**Metal 1**

Scale bar: 20 µm. Supply wires on this layer in grey.
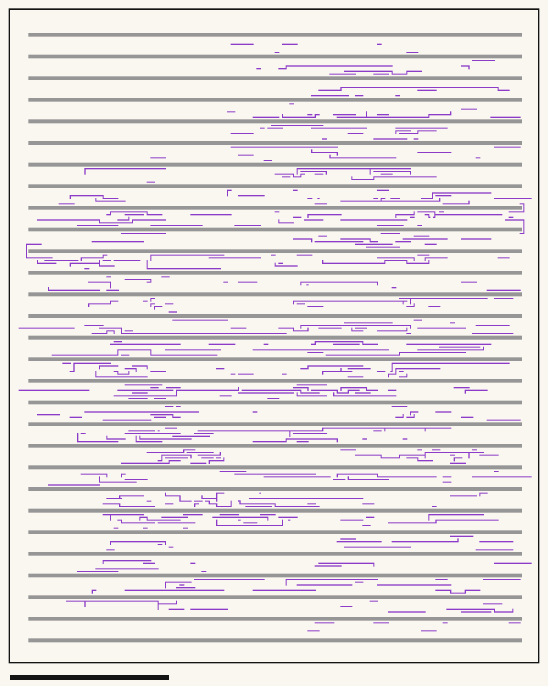
**M2 wires**

Cells faint in the background.
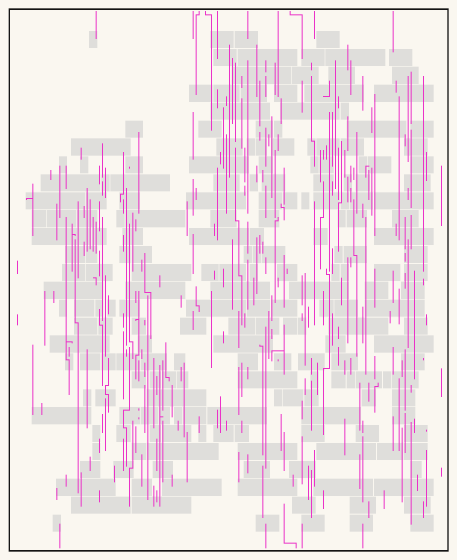
**The metal 3 layer**

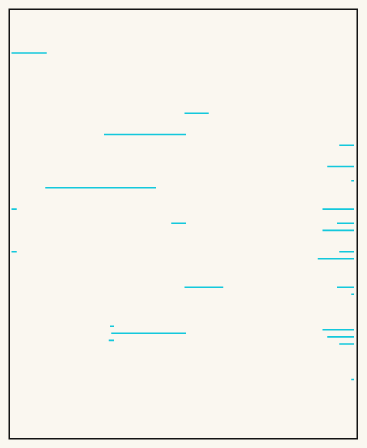
**Routing congestion**

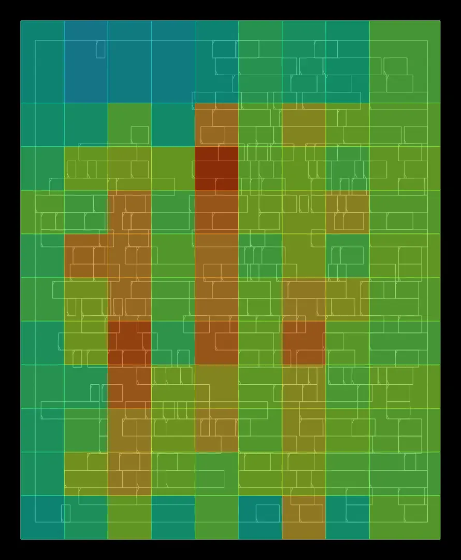
[config.mk]
export PLATFORM = sky130hd
export DESIGN_NAME = seg7_display_scanner_flat
export DESIGN_NICKNAME = d
export VERILOG_FILES = /design/src/rtl/seg7_display_scanner_pkg.sv /design/src/rtl/seg7_display_scanner_if.sv /design/src/rtl/seg7_display_scanner_bin2bcd_serial.sv /design/src/rtl/seg7_display_scanner.sv /design/src/flat_wrapper.sv
export SDC_FILE = /design/constraint.sdc
export NUM_CORES = 1
export LEC_CHECK = 0
export CORE_ASPECT_RATIO = 1.25
export CORE_MARGIN = 2
export CORE_UTILIZATION = 45
export CTS_BUF_LIST = sky130_fd_sc_hd__clkbuf_4
export CTS_CLUSTER_SIZE = 10
export DETAILED_ROUTE_END_ITERATION = 10
export PLACE_DENSITY = 0.68
export SYNTH_ARGS = -nofsm -noshare
export SYNTH_HDL_FRONTEND = slang
export SYNTH_SLANG_ARGS = --single-unit
[constraint.sdc]
create_clock -name clk -period 3.85 [get_ports clk]
set_input_delay 0.77 -clock clk [delete_from_list [all_inputs] [get_ports clk]]
set_output_delay 0.77 -clock clk [all_outputs]
set_load 0.05 [all_outputs]
[src/rtl/seg7_display_scanner_pkg.sv]
`default_nettype none
// +----------------------------------------------------------------------+
// | Module      : seg7_pkg                                               |
// | Description : Shared constants, types and helpers for the scanner.   |
// | Revision    : 1.0                                                    |
// +----------------------------------------------------------------------+
package seg7_pkg;

  localparam int NUM_DIGITS  = 4;
  localparam int DIGIT_W     = 4;
  localparam int IDX_W       = 2;
  localparam int MAX_DECIMAL = 9999;
  localparam int CONV_ITERS  = 16;
  localparam int BIN_W       = 16;
  localparam int BCD_W       = 20;

  // Controller state encoding
  localparam logic [1:0] ST_IDLE    = 2'd0;
  localparam logic [1:0] ST_CONVERT = 2'd1;
  localparam logic [1:0] ST_COMMIT  = 2'd2;

  typedef logic [NUM_DIGITS-1:0][DIGIT_W-1:0] digit_vec_t;

  // Display pattern used when the converted value saturates.
  localparam digit_vec_t SAT_DIGITS = {4'(MAX_DECIMAL / 1000 % 10),
                                       4'(MAX_DECIMAL / 100 % 10),
                                       4'(MAX_DECIMAL / 10 % 10),
                                       4'(MAX_DECIMAL % 10)};

  function automatic logic [DIGIT_W-1:0] bcd_adjust(input logic [DIGIT_W-1:0] col);
    return (col >= 4'd5) ? col + 4'd3 : col;
  endfunction

endpackage
`default_nettype wire

[src/rtl/seg7_display_scanner_if.sv]
`default_nettype none
// +----------------------------------------------------------------------+
// | Module      : seg7_display_scanner_if                                |
// | Description : Load bus and decoder-side outputs of the scanner.      |
// | Revision    : 1.0                                                    |
// +----------------------------------------------------------------------+
interface seg7_display_scanner_if;
  import seg7_pkg::*;

  logic [BIN_W-1:0]      value;
  logic                  load;
  logic [NUM_DIGITS-1:0] dot_mask;
  logic                  busy;
  logic                  overflow;
  logic [IDX_W-1:0]      seg_select;
  logic [DIGIT_W-1:0]    bin;
  logic                  dot;

  modport master (
    output value, load, dot_mask,
    input  busy, overflow, seg_select, bin, dot
  );

  modport slave (
    input  value, load, dot_mask,
    output busy, overflow, seg_select, bin, dot
  );

endinterface
`default_nettype wire

[src/rtl/seg7_display_scanner_bin2bcd_serial.sv]
`default_nettype none
// +----------------------------------------------------------------------+
// | Module      : bin2bcd_serial                                         |
// | Description : Serial double-dabble, one shift per cycle, 16 steps.   |
// | Revision    : 1.0                                                    |
// +----------------------------------------------------------------------+
module bin2bcd_serial
  import seg7_pkg::*;
(
  input  wire logic             clk,
  input  wire logic             rst_n,
  input  wire logic             start,
  input  wire logic [BIN_W-1:0] bin,
  output logic                  done,
  output logic [BCD_W-1:0]      bcd
);

  localparam int              CNT_W    = $clog2(CONV_ITERS);
  localparam logic [CNT_W-1:0] CNT_LAST = CNT_W'(CONV_ITERS - 1);

  logic [BIN_W-1:0]       r_bin;
  logic [BCD_W-1:0]       r_bcd;
  logic [CNT_W-1:0]       r_cnt;
  logic                   r_active;
  logic [BCD_W-1:0]       w_adj;
  logic [BCD_W+BIN_W-1:0] w_shift;

  generate
    for (genvar c = 0; c < BCD_W / DIGIT_W; c++) begin : g_col
      assign w_adj[c*DIGIT_W +: DIGIT_W] = bcd_adjust(r_bcd[c*DIGIT_W +: DIGIT_W]);
    end
  endgenerate

  assign w_shift = {w_adj, r_bin} << 1;

  always_ff @(posedge clk or negedge rst_n) begin
    if (!rst_n) begin
      r_bin    <= '0;
      r_bcd    <= '0;
      r_cnt    <= '0;
      r_active <= 1'b0;
    end else if (start) begin
      r_bin    <= bin;
      r_bcd    <= '0;
      r_cnt    <= '0;
      r_active <= 1'b1;
    end else if (r_active) begin
      {r_bcd, r_bin} <= w_shift;
      r_cnt          <= r_cnt + 1'b1;
      if (r_cnt == CNT_LAST) begin
        r_active <= 1'b0;
      end
    end
  end

  // High in the cycle whose closing edge performs the final shift.
  assign done = r_active && (r_cnt == CNT_LAST);
  assign bcd  = r_bcd;

endmodule
`default_nettype wire

[src/rtl/seg7_display_scanner.sv]
`default_nettype none
// +----------------------------------------------------------------------+
// | Module      : seg7_display_scanner                                   |
// | Description : Binary-to-BCD loader and 4-digit scan driver.          |
// |               BCD_CONVERT_EN selects decimal conversion; otherwise   |
// |               the loaded value is shown as four hex digits.          |
// | Revision    : 1.0                                                    |
// +----------------------------------------------------------------------+
module seg7_display_scanner
  import seg7_pkg::*;
#(
  parameter int REFRESH_DIV = 100000
)
(
  input  wire logic              clk,
  input  wire logic              rst_n,
  seg7_display_scanner_if.slave  bus
);

  localparam int                 PRESC_W    = $clog2(REFRESH_DIV);
  localparam logic [PRESC_W-1:0] PRESC_LAST = PRESC_W'(REFRESH_DIV - 1);

  logic [PRESC_W-1:0]    r_presc;
  logic [IDX_W-1:0]      r_index;
  logic [DIGIT_W-1:0]    r_bin;
  logic                  r_dot;
  digit_vec_t            r_digits;
  logic [NUM_DIGITS-1:0] r_dots;
  logic                  w_tick;
  logic [IDX_W-1:0]      w_index_next;

  assign w_tick       = (r_presc == PRESC_LAST);
  assign w_index_next = w_tick ? r_index + 1'b1 : r_index;

  // Output register follows the index being entered, so a digit update on
  // the same edge as an index advance shows up one cycle later.
  always_ff @(posedge clk or negedge rst_n) begin
    if (!rst_n) begin
      r_presc <= '0;
      r_index <= '0;
      r_bin   <= '0;
      r_dot   <= 1'b0;
    end else begin
      r_presc <= w_tick ? '0 : r_presc + 1'b1;
      r_index <= w_index_next;
      r_bin   <= r_digits[w_index_next];
      r_dot   <= r_dots[w_index_next];
    end
  end

  assign bus.seg_select = r_index;
  assign bus.bin        = r_bin;
  assign bus.dot        = r_dot;

`ifdef BCD_CONVERT_EN
  logic [1:0]            r_state;
  logic [NUM_DIGITS-1:0] r_dot_pend;
  logic                  r_overflow;
  logic                  w_start;
  logic                  w_done;
  logic [BCD_W-1:0]      w_bcd;

  assign w_start = (r_state == ST_IDLE) && bus.load;

  bin2bcd_serial u_conv (
    .clk   (clk),
    .rst_n (rst_n),
    .start (w_start),
    .bin   (bus.value),
    .done  (w_done),
    .bcd   (w_bcd)
  );

  always_ff @(posedge clk or negedge rst_n) begin
    if (!rst_n) begin
      r_state    <= ST_IDLE;
      r_dot_pend <= '0;
      r_overflow <= 1'b0;
      r_digits   <= '0;
      r_dots     <= '0;
    end else begin
      case (r_state)
        ST_IDLE: begin
          if (bus.load) begin
            r_dot_pend <= bus.dot_mask;
            r_state    <= ST_CONVERT;
          end
        end
        ST_CONVERT: begin
          if (w_done) begin
            r_state <= ST_COMMIT;
          end
        end
        ST_COMMIT: begin
          // A non-zero fifth column means the value exceeds four digits.
          if (w_bcd[BCD_W-1 -: DIGIT_W] != '0) begin
            r_digits   <= SAT_DIGITS;
            r_overflow <= 1'b1;
          end else begin
            r_digits   <= w_bcd[BIN_W-1:0];
            r_overflow <= 1'b0;
          end
          r_dots  <= r_dot_pend;
          r_state <= ST_IDLE;
        end
        default: r_state <= ST_IDLE;
      endcase
    end
  end

  assign bus.busy     = (r_state != ST_IDLE);
  assign bus.overflow = r_overflow;
`else
  always_ff @(posedge clk or negedge rst_n) begin
    if (!rst_n) begin
      r_digits <= '0;
      r_dots   <= '0;
    end else if (bus.load) begin
      r_digits <= bus.value;
      r_dots   <= bus.dot_mask;
    end
  end

  assign bus.busy     = 1'b0;
  assign bus.overflow = 1'b0;
`endif

endmodule
`default_nettype wire

[src/flat_wrapper.sv]
// flat-port wrapper written by rule: the top's interface ports become plain ports
module seg7_display_scanner_flat import seg7_pkg::*;
#(
  parameter int REFRESH_DIV = 100000
)
  (clk, rst_n, bus_value, bus_load, bus_dot_mask, bus_busy, bus_overflow, bus_seg_select, bus_bin, bus_dot);
  seg7_display_scanner_if bus_i ();
  input  wire logic clk;
  input  wire logic rst_n;
  input wire logic [$bits(bus_i.value)-1:0] bus_value;
  input wire logic [$bits(bus_i.load)-1:0] bus_load;
  input wire logic [$bits(bus_i.dot_mask)-1:0] bus_dot_mask;
  output wire logic [$bits(bus_i.busy)-1:0] bus_busy;
  output wire logic [$bits(bus_i.overflow)-1:0] bus_overflow;
  output wire logic [$bits(bus_i.seg_select)-1:0] bus_seg_select;
  output wire logic [$bits(bus_i.bin)-1:0] bus_bin;
  output wire logic [$bits(bus_i.dot)-1:0] bus_dot;
  assign bus_i.value = bus_value;
  assign bus_i.load = bus_load;
  assign bus_i.dot_mask = bus_dot_mask;
  assign bus_busy = bus_i.busy;
  assign bus_overflow = bus_i.overflow;
  assign bus_seg_select = bus_i.seg_select;
  assign bus_bin = bus_i.bin;
  assign bus_dot = bus_i.dot;
  seg7_display_scanner #(.REFRESH_DIV(REFRESH_DIV)) u_core (.clk(clk), .rst_n(rst_n), .bus(bus_i));
endmodule
==> results.json <==
{
  "fp_util": 0.463,
  "die_y_um": 82.0,
  "placed_area_um2": 2470,
  "muxShareOfSynthArea": 0.197,
  "mostFrequentLayoutCells": "dfrtp_1, clkdlybuf4s50_1, mux2_2, nand2_1, mux2i_1",
  "hold_ws_ps": 498,
  "cts.sinks": 44,
  "p_comb_mw": 0.113,
  "root_buffer": "clkbuf_4",
  "drt_iter0_drc": 58,
  "maxPowerGroup": "registers",
  "sh_seq_area": 0.431,
  "io_buffers": 29,
  "enable_flop_cells": 0,
  "top_layer_used": "met4",
  "vdd_drop_max_v": 0.000171,
  "reg.largest.list": "u_core.r_presc (17), u_core.r_digits (16)",
  "ff_count": 44,
  "cp_num_buf_inv": 1,
  "comb_area_frac": 0.395,
  "post_drt_wl_per_cell_um": 13.5,
  "setup-tns-final_ps": 0,
  "p_sw_frac": 0.247,
  "syn_area_um2": 2190,
  "status": "complete, no violations",
  "top_area_frac": 0.503,
  "post-cts-setup-buffers": 0,
  "cp.depth": 1,
  "drc": 0,
  "row_count": 28,
  "drv_cap": 0,
  "async_flop_share": 1.00,
  "post-route-util": 0.540,
  "nNetsFinal": 239,
  "ys_seq_frac": 0.503,
  "min_path_type": "reg2reg",
  "setup_viol": 0,
  "met3_length_um": 120,
  "aoi_share": 0.0286,
  "chip_area_um2": 5450,
  "met1Wirelength_mm": 1.63,
  "flop_cell": "dfrtp_1",
  "grt_pass1_wl_mm": 6.25,
  "whs_endpoint": "u_core.r_presc[0]",
  "crit_slowest_cell": "clkdlybuf4s50_1",
  "wl_met2_mm": 1.90,
  "cp-startpoint": "u_core.bus.seg_select[0]",
  "warnings": 26,
  "cp_top_family": "buffers and inverters",
  "yosys_warnings": 0,
  "lay_top_count": "dfrtp_1",
  "fillers": 442,
  "simple_gate_share": 0.166,
  "crit_path_end": "bus_seg_select[0]",
  "grt_start_max_net_pins": 45,
  "track_usage": 0.154,
  "yosysTopAreaCell": "dfrtp_1",
  "clkLatencyLatePin_ps": 360,
  "top_area_cell_class": "registers",
  "p_seq_mw": 0.503,
  "vias_per_cell": 5.08,
  "dp_cells": 268,
  "firstDrtPassIters": 4,
  "cp_max_fo": 25,
  "path_clk_slew_ps": 140,
  "timing.rr.end": "u_core.bus.bin[1]",
  "cts_hold_buf": 0,
  "largest_reg_flops": 17,
  "arrival_ps": 2040,
  "n_antenna_cell": 0,
  "ctsHtreeMaxLevel": 2,
  "ys_cells": 189,
  "period_used_share": 0.729,
  "hold_violations": 0,
  "tritoncts": "yes"
}
-- 'metal 1' (at the start) --
share of all routed wire: 44%
nets with wire on the layer: 205
wire length on this layer: 1,630 µm
Post-Route WL: 3.72 mm
grt met1 use: 0.173

-- 'M2 wires' (at the start) --
share of all routed wire: 51%
nets with wire on the layer: 199
main direction: vertical
wire length on this layer: 1,900 µm

-- 'the metal 3 layer' (at the start) --
main direction: horizontal
wire length on this layer: 121 µm
longest straight run: 20.9 µm
M3 GR Usage: 0.0411
via count: 1,402

-- 'routing congestion' (at the start) --
met2 Resource Use GR: 0.273
peak-usage layer in the global routing report: met2

